## config.mk

```make
export PLATFORM = sky130hd
export DESIGN_NAME = load_store_unit
export DESIGN_NICKNAME = d
export VERILOG_FILES = /design/src/rtl/lsu_pkg.sv /design/src/rtl/lsu_data_align.sv /design/src/rtl/load_store_unit.sv
export SDC_FILE = /design/constraint.sdc
export NUM_CORES = 1
export LEC_CHECK = 0
export ABC_AREA = 0
export ABC_CLOCK_PERIOD_IN_PS = 4350
export CORE_MARGIN = 2
export CORE_UTILIZATION = 40
export CTS_CLUSTER_DIAMETER = 200
export CTS_CLUSTER_SIZE = 10
export DETAILED_ROUTE_END_ITERATION = 16
export GPL_TIMING_DRIVEN = 0
export PLACE_DENSITY = 0.68
export SLEW_MARGIN = 20
export SYNTH_ARGS = -nofsm -noshare
export SYNTH_HDL_FRONTEND = slang
export SYNTH_SLANG_ARGS = --single-unit
export TNS_END_PERCENT = 100
```

## constraint.sdc

```tcl
create_clock -name i_clk -period 4.35 [get_ports i_clk]
set_input_delay 0.87 -clock i_clk [delete_from_list [all_inputs] [get_ports i_clk]]
set_output_delay 0.87 -clock i_clk [all_outputs]
set_load 0.03 [all_outputs]
```

## src/rtl/lsu_pkg.sv

```systemverilog
// lsu_pkg
// Shared definitions for the load/store unit: FSM state encoding, RISC-V
// mcause codes for memory exceptions, data-width selection codes and small
// decode helpers for access size and exception selection.
package lsu_pkg;

  // Data-width selection codes (DW = 1 << (code + 4)).
  localparam logic [1:0] XLEN_32B = 2'b01;
  localparam logic [1:0] XLEN_64B = 2'b10;

  // mcause values reported for memory exceptions.
  localparam logic [3:0] EXC_LD_MISALIGN = 4'd4;
  localparam logic [3:0] EXC_LD_FAULT    = 4'd5;
  localparam logic [3:0] EXC_ST_MISALIGN = 4'd6;
  localparam logic [3:0] EXC_ST_FAULT    = 4'd7;

  // REQ2/WAIT2 carry the second beat of a word-crossing split access.
  typedef enum logic [2:0] {
    ST_IDLE  = 3'd0,
    ST_REQ   = 3'd1,
    ST_WAIT  = 3'd2,
    ST_REQ2  = 3'd3,
    ST_WAIT2 = 3'd4,
    ST_RESP  = 3'd5
  } lsu_state_e;

  // Data-path width in bits for a width selection code.
  function automatic int data_width(input logic [1:0] xlen);
    return int'(32'd1 << (32'(xlen) + 32'd4));
  endfunction

  // Number of bytes touched by a funct3 size field.
  function automatic logic [3:0] size_bytes(input logic [1:0] size);
    logic [3:0] nbytes;
    case (size)
      2'd0:    nbytes = 4'd1;
      2'd1:    nbytes = 4'd2;
      2'd2:    nbytes = 4'd4;
      2'd3:    nbytes = 4'd8;
      default: nbytes = 4'd1;
    endcase
    return nbytes;
  endfunction

  function automatic logic [3:0] fault_code(input logic is_store);
    return is_store ? EXC_ST_FAULT : EXC_LD_FAULT;
  endfunction

  function automatic logic [3:0] misalign_code(input logic is_store);
    return is_store ? EXC_ST_MISALIGN : EXC_LD_MISALIGN;
  endfunction

endpackage

```

## src/rtl/lsu_data_align.sv

```systemverilog
// lsu_data_align
// Combinational lane steering for the load/store unit.
//  off        byte offset of the access inside the bus word
//  size, uns  funct3 size and unsigned-load flag
//  wdata      LSB-justified store data
//  rdata_lo   bus word holding the first byte of a load
//  rdata_hi   following bus word (zero unless the load crosses a word)
//  be_lo/hi   byte enables for the first / following bus word
//  wdata_lo/hi lane-shifted store data for the first / following bus word
//  rdata      load result shifted down and sign/zero-extended
// The access is modelled as a window over two consecutive bus words so an
// access that spills past the end of a word lands naturally in the *_hi half.
module lsu_data_align #(
  parameter int DW = 64,
  localparam int NB = DW / 8,
  localparam int OW = $clog2(NB)
) (
  input  logic [OW-1:0] off,
  input  logic [1:0]    size,
  input  logic          uns,
  input  logic [DW-1:0] wdata,
  input  logic [DW-1:0] rdata_lo,
  input  logic [DW-1:0] rdata_hi,
  output logic [NB-1:0] be_lo,
  output logic [NB-1:0] be_hi,
  output logic [DW-1:0] wdata_lo,
  output logic [DW-1:0] wdata_hi,
  output logic [DW-1:0] rdata
);

  logic [2*NB-1:0] mask_s;
  logic [2*NB-1:0] be2_s;
  logic [2*DW-1:0] wd2_s;
  logic [2*DW-1:0] rd2_s;
  logic [DW-1:0]   shifted_s;
  logic [DW-1:0]   ext_mask_s;
  logic            sign_s;

  // Size decode, lane shifts in both directions and load extension.
  always_comb begin
    mask_s     = '0;
    ext_mask_s = '0;
    sign_s     = 1'b0;
    rd2_s      = {rdata_hi, rdata_lo} >> {off, 3'b000};
    shifted_s  = rd2_s[DW-1:0];
    case (size)
      2'd0: begin
        mask_s     = (2*NB)'(8'h01);
        ext_mask_s = DW'(8'hFF);
        sign_s     = shifted_s[7];
      end
      2'd1: begin
        mask_s     = (2*NB)'(8'h03);
        ext_mask_s = DW'(16'hFFFF);
        sign_s     = shifted_s[15];
      end
      2'd2: begin
        mask_s     = (2*NB)'(8'h0F);
        ext_mask_s = DW'(32'hFFFF_FFFF);
        sign_s     = shifted_s[31];
      end
      default: begin
        mask_s     = (2*NB)'(8'hFF);
        ext_mask_s = '1;
        sign_s     = shifted_s[DW-1];
      end
    endcase
    be2_s = mask_s << off;
    wd2_s = {{DW{1'b0}}, wdata} << {off, 3'b000};
    rdata = (shifted_s & ext_mask_s) | ((sign_s && !uns) ? ~ext_mask_s : '0);
  end

  assign be_lo    = be2_s[NB-1:0];
  assign be_hi    = be2_s[2*NB-1:NB];
  assign wdata_lo = wd2_s[DW-1:0];
  assign wdata_hi = wd2_s[2*DW-1:DW];

endmodule

```

## src/rtl/load_store_unit.sv

```systemverilog
// load_store_unit
// Multi-cycle load/store unit between EX and a req/gnt/rvalid data bus.
// Accepts one op from EX, drives the bus, aligns/extends load data, stalls
// the pipeline while busy and reports memory exceptions with mcause codes.
// Optional build macro: LSU_MISALIGNED_SPLIT_EN -- when defined, misaligned
// accesses are performed (two beats if they cross a bus word) instead of
// trapping with a misaligned exception.
// Ports:
//  i_clk, i_rst (async active-low), i_clk_en (freezes all state when low)
//  i_req_valid/i_is_store/i_f3/i_addr/i_wdata  op from EX stage
//  i_flush                                     pipeline flush
//  o_stall                                     hold front of pipeline
//  o_rdata/o_rdata_valid                       load result pulse
//  o_exc_valid/o_exc_code/o_exc_addr           exception pulse, mcause, mtval
//  o_bus_req/we/addr/wdata/be, i_bus_gnt       request channel
//  i_bus_rvalid/i_bus_rdata/i_bus_err          response channel
module load_store_unit
  import lsu_pkg::*;
#(
  parameter logic [1:0] XLEN           = XLEN_64B,
  parameter int         TIMEOUT_CYCLES = 255,
  localparam int        DW             = data_width(XLEN),
  localparam int        NB             = DW / 8
) (
  input  logic          i_clk,
  input  logic          i_rst,
  input  logic          i_clk_en,
  input  logic          i_req_valid,
  input  logic          i_is_store,
  input  logic [2:0]    i_f3,
  input  logic [DW-1:0] i_addr,
  input  logic [DW-1:0] i_wdata,
  input  logic          i_flush,
  output logic          o_stall,
  output logic [DW-1:0] o_rdata,
  output logic          o_rdata_valid,
  output logic          o_exc_valid,
  output logic [3:0]    o_exc_code,
  output logic [DW-1:0] o_exc_addr,
  output logic          o_bus_req,
  output logic          o_bus_we,
  output logic [DW-1:0] o_bus_addr,
  output logic [DW-1:0] o_bus_wdata,
  output logic [NB-1:0] o_bus_be,
  input  logic          i_bus_gnt,
  input  logic          i_bus_rvalid,
  input  logic [DW-1:0] i_bus_rdata,
  input  logic          i_bus_err
);

  localparam int OW = $clog2(NB);
  localparam int CW = (TIMEOUT_CYCLES > 1) ? $clog2(TIMEOUT_CYCLES) : 1;
  localparam bit TO_EN = (TIMEOUT_CYCLES != 0);
  localparam logic [CW-1:0] CNT_LAST = CW'((TIMEOUT_CYCLES > 0) ? TIMEOUT_CYCLES - 1 : 0);
  localparam bit DW32 = (DW == 32);
`ifdef LSU_MISALIGNED_SPLIT_EN
  localparam bit SPLIT_EN = 1'b1;
`else
  localparam bit SPLIT_EN = 1'b0;
`endif

  lsu_state_e    state_r, state_n;
  logic          is_store_r, uns_r, flushed_r, flushed_n;
  logic [1:0]    size_r;
  logic [DW-1:0] addr_r, wdata_r, lo_r, rdata_r, exc_addr_r, exc_addr_n;
  logic [CW-1:0] cnt_r, cnt_n;
  logic          rdata_valid_r, exc_valid_r;
  logic [3:0]    exc_code_r, exc_code_n;
  logic          accept_s, set_rdv_s, set_exc_s, lo_load_s;
  logic          illegal_s, misalign_s, cross_s, timeout_s, req_phase_s, hi_beat_s;
  logic [3:0]    low_s;
  logic [DW-1:0] align_lo_s, align_hi_s, align_rdata_s, wdata_lo_s, wdata_hi_s, word_addr_s;
  logic [NB-1:0] be_lo_s, be_hi_s;

  // The second beat of a split load merges the saved first word with the bus word.
  assign align_lo_s = (state_r == ST_WAIT2) ? lo_r : i_bus_rdata;
  assign align_hi_s = (state_r == ST_WAIT2) ? i_bus_rdata : '0;

  lsu_data_align #(.DW(DW)) u_align (
    .off      (addr_r[OW-1:0]),
    .size     (size_r),
    .uns      (uns_r),
    .wdata    (wdata_r),
    .rdata_lo (align_lo_s),
    .rdata_hi (align_hi_s),
    .be_lo    (be_lo_s),
    .be_hi    (be_hi_s),
    .wdata_lo (wdata_lo_s),
    .wdata_hi (wdata_hi_s),
    .rdata    (align_rdata_s)
  );

  // Request decode for the op offered in IDLE; D, f3=111 and LWU do not exist on a 32-bit bus.
  always_comb begin
    low_s      = 4'(i_addr[OW-1:0]);
    misalign_s = (low_s & (size_bytes(i_f3[1:0]) - 4'd1)) != 4'd0;
    illegal_s  = (i_f3 == 3'b111) ||
                 (DW32 && ((i_f3[1:0] == 2'd3) || (!i_is_store && (i_f3 == 3'b110))));
  end

  assign cross_s     = SPLIT_EN && (be_hi_s != '0);
  assign timeout_s   = TO_EN && (cnt_r == CNT_LAST);
  assign req_phase_s = (state_r == ST_REQ) || (state_r == ST_REQ2);
  assign hi_beat_s   = (state_r == ST_REQ2);
  assign word_addr_s = {addr_r[DW-1:OW], {OW{1'b0}}};

  // Next-state and per-cycle control decisions.
  always_comb begin
    state_n    = state_r;
    flushed_n  = flushed_r;
    cnt_n      = cnt_r;
    accept_s   = 1'b0;
    set_rdv_s  = 1'b0;
    set_exc_s  = 1'b0;
    lo_load_s  = 1'b0;
    exc_code_n = fault_code(is_store_r);
    exc_addr_n = addr_r;
    case (state_r)
      ST_IDLE: begin
        if (i_req_valid) begin
          accept_s   = 1'b1;
          flushed_n  = 1'b0;
          exc_addr_n = i_addr;
          if (illegal_s) begin
            state_n    = ST_RESP;
            set_exc_s  = 1'b1;
            exc_code_n = fault_code(i_is_store);
          end else if (misalign_s && !SPLIT_EN) begin
            state_n    = ST_RESP;
            set_exc_s  = 1'b1;
            exc_code_n = misalign_code(i_is_store);
          end else begin
            state_n = ST_REQ;
          end
        end else begin
          state_n = ST_IDLE;
        end
      end
      ST_REQ, ST_REQ2: begin
        // A grant wins over a same-cycle flush: the beat is then owed and its response discarded.
        if (i_bus_gnt) begin
          state_n   = (state_r == ST_REQ) ? ST_WAIT : ST_WAIT2;
          cnt_n     = '0;
          flushed_n = flushed_r | i_flush;
        end else if (i_flush) begin
          state_n = ST_IDLE;
        end else begin
          state_n = state_r;
        end
      end
      ST_WAIT, ST_WAIT2: begin
        cnt_n     = cnt_r + CW'(1'b1);
        flushed_n = flushed_r | i_flush;
        if (i_bus_rvalid) begin
          if (flushed_r || i_flush) begin
            state_n = ST_IDLE;
          end else if (i_bus_err) begin
            state_n   = ST_RESP;
            set_exc_s = 1'b1;
          end else if ((state_r == ST_WAIT) && cross_s) begin
            state_n   = ST_REQ2;
            lo_load_s = 1'b1;
          end else begin
            state_n   = ST_RESP;
            set_rdv_s = !is_store_r;
          end
        end else if (timeout_s) begin
          if (flushed_r || i_flush) begin
            state_n = ST_IDLE;
          end else begin
            state_n   = ST_RESP;
            set_exc_s = 1'b1;
          end
        end else begin
          state_n = state_r;
        end
      end
      ST_RESP: state_n = ST_IDLE;
      default: state_n = ST_IDLE;
    endcase
  end

  // State, latched op and result/exception registers; frozen while i_clk_en is low.
  always_ff @(posedge i_clk or negedge i_rst) begin
    if (!i_rst) begin
      state_r       <= ST_IDLE;
      flushed_r     <= 1'b0;
      cnt_r         <= '0;
      is_store_r    <= 1'b0;
      uns_r         <= 1'b0;
      size_r        <= 2'd0;
      addr_r        <= '0;
      wdata_r       <= '0;
      lo_r          <= '0;
      rdata_r       <= '0;
      rdata_valid_r <= 1'b0;
      exc_valid_r   <= 1'b0;
      exc_code_r    <= 4'd0;
      exc_addr_r    <= '0;
    end else if (i_clk_en) begin
      state_r       <= state_n;
      flushed_r     <= flushed_n;
      cnt_r         <= cnt_n;
      rdata_valid_r <= set_rdv_s;
      exc_valid_r   <= set_exc_s;
      if (accept_s) begin
        is_store_r <= i_is_store;
        uns_r      <= i_f3[2];
        size_r     <= i_f3[1:0];
        addr_r     <= i_addr;
        wdata_r    <= i_wdata;
      end
      if (lo_load_s) lo_r <= i_bus_rdata;
      if (set_rdv_s) rdata_r <= align_rdata_s;
      if (set_exc_s) begin
        exc_code_r <= exc_code_n;
        exc_addr_r <= exc_addr_n;
      end
    end
  end

  assign o_stall       = ((state_r != ST_IDLE) && (state_r != ST_RESP)) ||
                         ((state_r == ST_IDLE) && i_req_valid && i_clk_en);
  assign o_rdata       = rdata_r;
  assign o_rdata_valid = rdata_valid_r;
  assign o_exc_valid   = exc_valid_r;
  assign o_exc_code    = exc_code_r;
  assign o_exc_addr    = exc_addr_r;
  assign o_bus_req     = req_phase_s;
  assign o_bus_we      = req_phase_s && is_store_r;
  assign o_bus_addr    = req_phase_s ? (word_addr_s + (hi_beat_s ? DW'(NB) : '0)) : '0;
  assign o_bus_be      = req_phase_s ? (hi_beat_s ? be_hi_s : be_lo_s) : '0;
  assign o_bus_wdata   = req_phase_s ? (hi_beat_s ? wdata_hi_s : wdata_lo_s) : '0;

endmodule
```

==> run_1/power_grid.png <==
Pins as bars on the die edge.
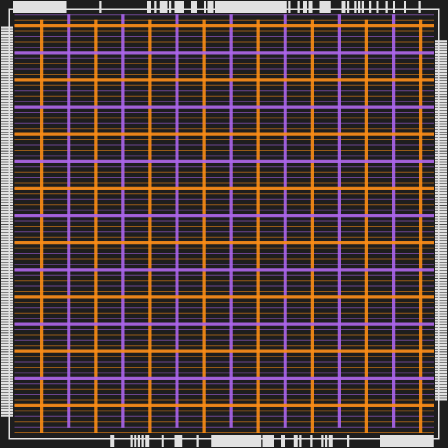
Orange is VSS. Purple is VDD.
15 straps on met5. 15 straps on met4.

==> run_1/logic_types.png <==
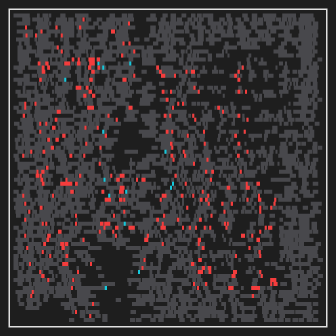
Cyan is inverters, cells 14, most used inv_1. Red is NAND gates, cells 297, most used nand2_1, where all over the die.
post-route insts no fill: 3,065
most instantiated logic cell after routing: clkdlybuf4s50_1

==> run_1/flops_by_reg.png <==
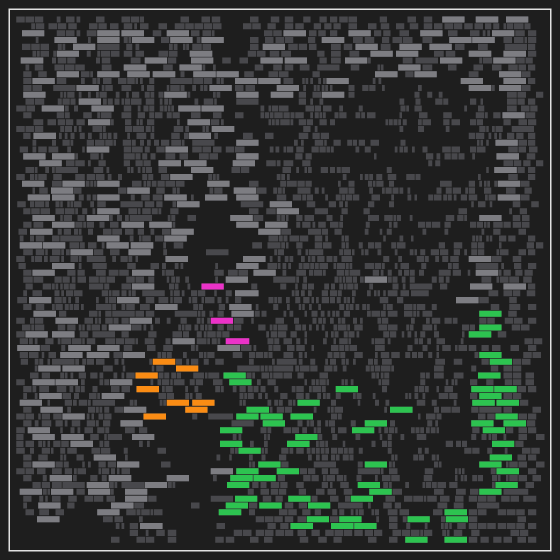
Green is o_rdata, flops 64. Magenta is state_r, flops 3. Orange is cnt_r, flops 8.

==> metrics.cfg, run 1 <==
[critical_path]
cp_cell_sequence=inv_2, buf_2, buf_2, clkbuf_1, a22oi_1, nor2_1, dlygate4sd2_1
critical_path_class=reg -> out
start_kind=register
crit_cells=7
crit_start=addr_r[2]$_DFFE_PN0P_
end_kind=output pin
regToRegEndpoint=o_rdata[46]$_DFFE_PN0P_
required_ns=3.48
reg2reg_slack_ns=1.34
cp_slowest_cell=clkbuf_1
critPathBufInv=5
cp-endpoint=o_bus_wdata[7]
crit_family=buffers and inverters
critPathMaxFanout=10
r2r-start=state_r[1]$_DFFE_PN0P_
crit_top_cell=buf_2

[cts]
root_buffer=clkbuf_16
clock_sinks=277
clockBufferDepth=3
cts-resized-gates=293
htreeDepth=1
hold_buffers=0
cts_tree=built
postCtsSetupBuffers=11
cts_made_buffers=31
cts.clk_slew.worst_paths_ns=0.07
insertion_delay_ns=0.62

[cells_and_area]
nonClockBufferCount=650
seq-cell-share_pct=28.52
fin_area_um2=24310
logic_area_um2=10230
drive_gt1_share_pct=15.67
sh_comb_area_pct=42.08
regArea_um2=6934
buf_share_pct=22.81
logic_gates=1495
inverters=14
largest_cell_class=logic gates
area_growth_pct=37.09
clkCellAreaFrac_pct=3.293
fin_util_pct=55.22
seq_cells=277
final_cell_mix=clkdlybuf4s50_1 (352), dfrtp_1 (275), nor2_1 (200)
diodes=4
fill_cells=4131
nClkBuffers=31

[floorplan]
fp.coreArea_um2=44030
std_cell_rows=77
dieArea_um2=46040
fp_util_pct=40.28
die.size.y_um=214.6
pin_count=477
die_w_um=214.6
n_tap_cell=592

[pwr]
switching_power_mw=10.74
power.density_nw_per_um2=852.6
power.total_mw=20.73
seqPwrFrac_pct=24.5
pwr-share-comb_pct=64.2
clkPwrFrac_pct=11.3
powerClk_mw=2.34
pg_seq_mw=5.08
ir_drop_mv=0.4561
top_power_group=combinational cells
p_comb_mw=13.3
p_int_mw=9.989
switching_share_pct=51.81
p_leak_nw=10.31

[worst_hold_path]
hold_class=in -> async

[final_timing]
grt_setup_unrepaired=false
hold_viol_final=0
setup_viol=0
slew_headroom_pct=34.77
period_needed_ns=4.271
max_freq_ghz=0.2342
max_slew.worst_pin.slew_ns=0.9785
fin_tns_setup_ns=0
skew_ns=0.01818
period_used_pct=98.17

[run]
warning_count=27
drv_cap=0

[synth]
synth_seq_share_pct=39.08
synthTopCellsByCount=dfrtp_1 (277), nor2_1 (201), nand2_1 (191)
yosysCellCount=1953
syn_area_per_cell_um2=9.081
yosys_area_um2=17740
synth_warnings=0
ff_type=dfrtp_1
edf_count=0
synth-adder-area-share_pct=0.2822
yosysTopAreaCell=dfrtp_1
simple_gate_share_pct=16.90
async_reset_ff_share_pct=100.0
ys_types=67
xor_area_share_pct=2.815
top_area_share_pct=39.08
aoi_share_pct=16.69
netlist_area_um2=17740
synth.logic.top_family=multiplexers
ys_top_cells_by_area=dfrtp_1 (39%), mux2_2 (11%), mux2i_1 (8.5%), nor2_1 (4.3%), nand2_1 (4.0%)
synthMuxAreaShare_pct=19.70
most_common_cell=dfrtp_1
ys.flops=277

[drt]
drt.antenna.violating_nets=0
viasPerCell=5.909
drtIter0Drc=1668
wl_mm=81.38
drc=0
met2_length_mm=36.56
drt_first_pass_iters=6
wl_met1_mm=32.64
routed-via-count=18110
wl_per_cell_um=26.55
wl_met3_mm=8.738

[placed_design]
place_inst=3023
place.gp.congestion=1.022
post-dp-hpwl_mm=64.15
preCtsSetupSlack_ns=-1.979
dpl_cell_area_um2=23300
numPortBuffers=472

[grt]
grt-ovfl-total=0
grt_pass1_wl_mm=121.1
use_met3_pct=11.36
grt_pass1_vias=18570
track_usage_pct=34.55
antenna_found_initial=11
grt_max_degree=95
met1_usage_pct=43.64
met2_usage_pct=55.56
busiest_layer=met2

[status]
status=finished clean

==> run_1/layer_met1.png <==
Supply wires on this layer in gray.
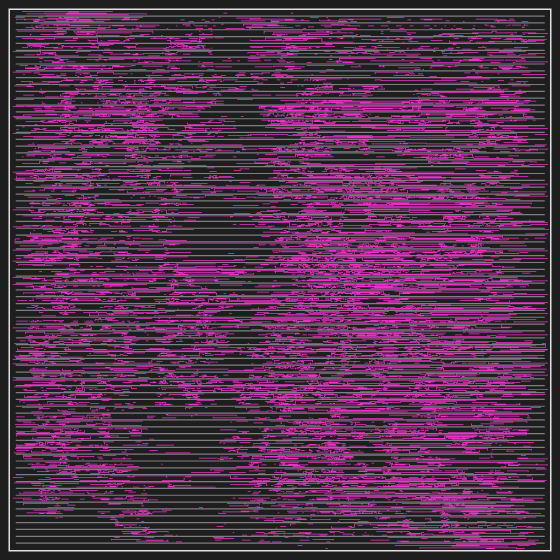

==> run 2: changes to the inputs <==
--- a/config.mk
+++ b/config.mk
@@ -15,3 +15,3 @@
 export GPL_TIMING_DRIVEN = 0
-export PLACE_DENSITY = 0.68
+export PLACE_DENSITY = 0.66
 export SLEW_MARGIN = 20
@@ -19,2 +19,3 @@
 export SYNTH_HDL_FRONTEND = slang
+export SYNTH_HIERARCHICAL = 1
 export SYNTH_SLANG_ARGS = --single-unit
==> constraint.sdc (replaced) <==
create_clock -name i_clk -period 4.35 [get_ports i_clk]
set_input_delay 0.435 -clock i_clk [delete_from_list [all_inputs] [get_ports i_clk]]
set_output_delay 0.435 -clock i_clk [all_outputs]
set_load 0.03 [all_outputs]
==> run_2/layer_met1.png <==
Supply wires on this layer in gray.
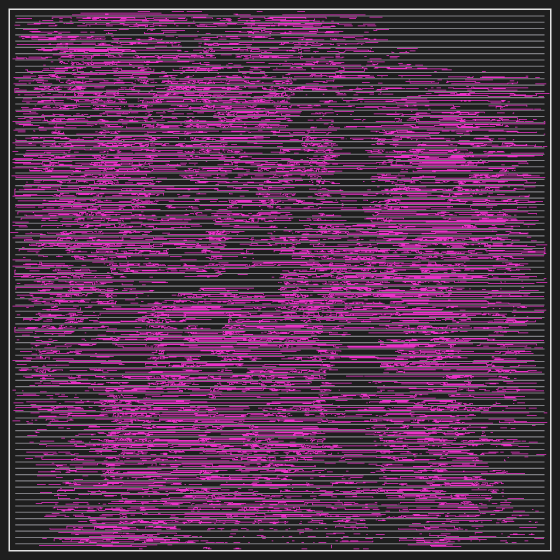
The wires run mostly horizontal. The longest straight run is 81.4 um.
Via Count: 20,260
final WL: 97.47 mm
grt met1 use: 44.67%

==> metrics.cfg, run 2 <==
[status]
status=finished clean  ; unchanged

[pwr]
p_comb_mw=16.3  ; was 13.3 mW
p_leak_nw=11.58  ; was 10.31 nW
pg_seq_mw=5.12  ; was 5.08 mW
p_int_mw=11.35  ; was 9.989 mW
pwr-share-comb_pct=68.6  ; was 64.2%
powerClk_mw=2.31  ; was 2.34 mW
power.total_mw=23.69  ; was 20.73 mW
switching_power_mw=12.33  ; was 10.74 mW

[cells_and_area]
final_cell_mix=clkdlybuf4s50_1 (433), nand2_1 (323), mux2_2 (289)  ; was clkdlybuf4s50_1 (352), dfrtp_1 (275), nor2_1 (200)
fin_cells=3445  ; was 3,065
logic_gates=1748  ; was 1,495
inverters=21  ; was 14
regArea_um2=6932  ; was 6934 um^2
fin_area_um2=27870  ; was 24,310 um^2
nClkBuffers=31  ; unchanged
buf_share_pct=21.10  ; was 22.81%
sh_comb_area_pct=47.72  ; was 42.08%
clkCellAreaFrac_pct=2.873  ; was 3.293%
drive_gt1_share_pct=22.17  ; was 15.67%
area_growth_pct=31.95  ; was 37.09%
nonClockBufferCount=673  ; was 650
lay_top_count=clkdlybuf4s50_1  ; unchanged
fill_cells=4842  ; was 4,131
fin_util_pct=53.25  ; was 55.22%
largest_cell_class=logic gates  ; unchanged

[critical_path]
cp_slowest_cell=clkbuf_1  ; unchanged
crit_cells=9  ; was 7
regToRegEndpoint=o_rdata[52]$_DFFE_PN0P_  ; was o_rdata[46]$_DFFE_PN0P_
reg2reg_slack_ns=0.11  ; was 1.34 ns
critical_path_class=reg -> out  ; unchanged
start_kind=register  ; unchanged
crit_family=buffers and inverters  ; unchanged
end_kind=output pin  ; unchanged
cp_cell_sequence=buf_6, buf_6, inv_2, clkbuf_1, nor2_1, a211oi_1, mux2i_1, nor2_1, clkdlybuf4s50_1  ; was inv_2, buf_2, buf_2, clkbuf_1, a22oi_1, nor2_1, dlygate4sd2_1

[floorplan]
pin_count=477  ; unchanged
n_tap_cell=688  ; was 592
die.size.y_um=233.8  ; was 214.6 um
fp.coreArea_um2=52340  ; was 44,030 um^2

[drt]
drt_first_pass_iters=6  ; unchanged
drtIter0Drc=1767  ; was 1,668
met2_length_mm=43.96  ; was 36.56 mm
drt.antenna.violating_nets=0  ; unchanged
wl_met3_mm=8.396  ; was 8.738 mm
wl_per_cell_um=28.29  ; was 26.55 um
wl_met1_mm=39.01  ; was 32.64 mm

[grt]
met2_usage_pct=55.58  ; was 55.56%
grt_pass1_wl_mm=139.3  ; was 121.1 mm
track_usage_pct=34.97  ; was 34.55%
use_met3_pct=7.916  ; was 11.36%

[placed_design]
preCtsSetupSlack_ns=-1.180  ; was -1.979 ns
place.gp.congestion=1.029  ; was 1.022
numPortBuffers=471  ; was 472
place_inst=3401  ; was 3,023

[cts]
cts.clk_slew.worst_paths_ns=0.06  ; was 0.07 ns
postCtsSetupBuffers=4  ; was 11
clockBufferDepth=3  ; unchanged
cts-resized-gates=148  ; was 293
clock_sinks=277  ; unchanged
insertion_delay_ns=0.60  ; was 0.62 ns
cts_made_buffers=31  ; unchanged

[final_timing]
slew_headroom_pct=19.01  ; was 34.77%
setup_viol=0  ; unchanged
fin_tns_setup_ns=0  ; unchanged
skew_ns=0.01557  ; was 0.01818 ns
max_slew.worst_pin.slew_ns=1.215  ; was 0.9785 ns
hold_viol_final=0  ; unchanged

[worst_hold_path]
hold_class=in -> reg  ; was in -> async

==> run_2/flops_by_reg.png <==
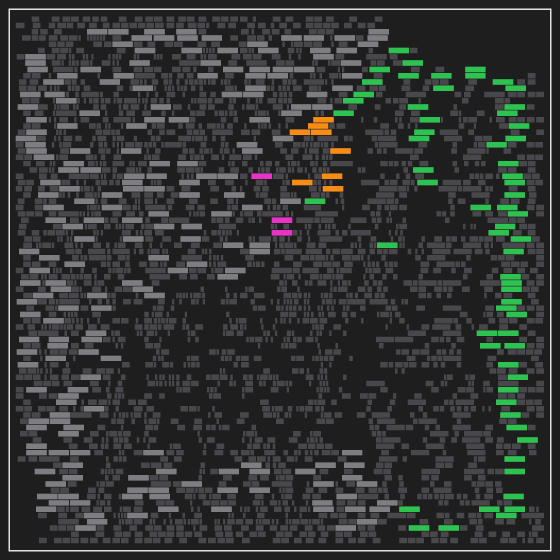
Green is o_rdata, flops 64, where a column on the right. Orange is cnt_r, flops 8, where north. Magenta is state_r, flops 3.
Another 202 sequential cells are not colored.

Power figures rest on the tool's default switching activity, not on a simulated workload.
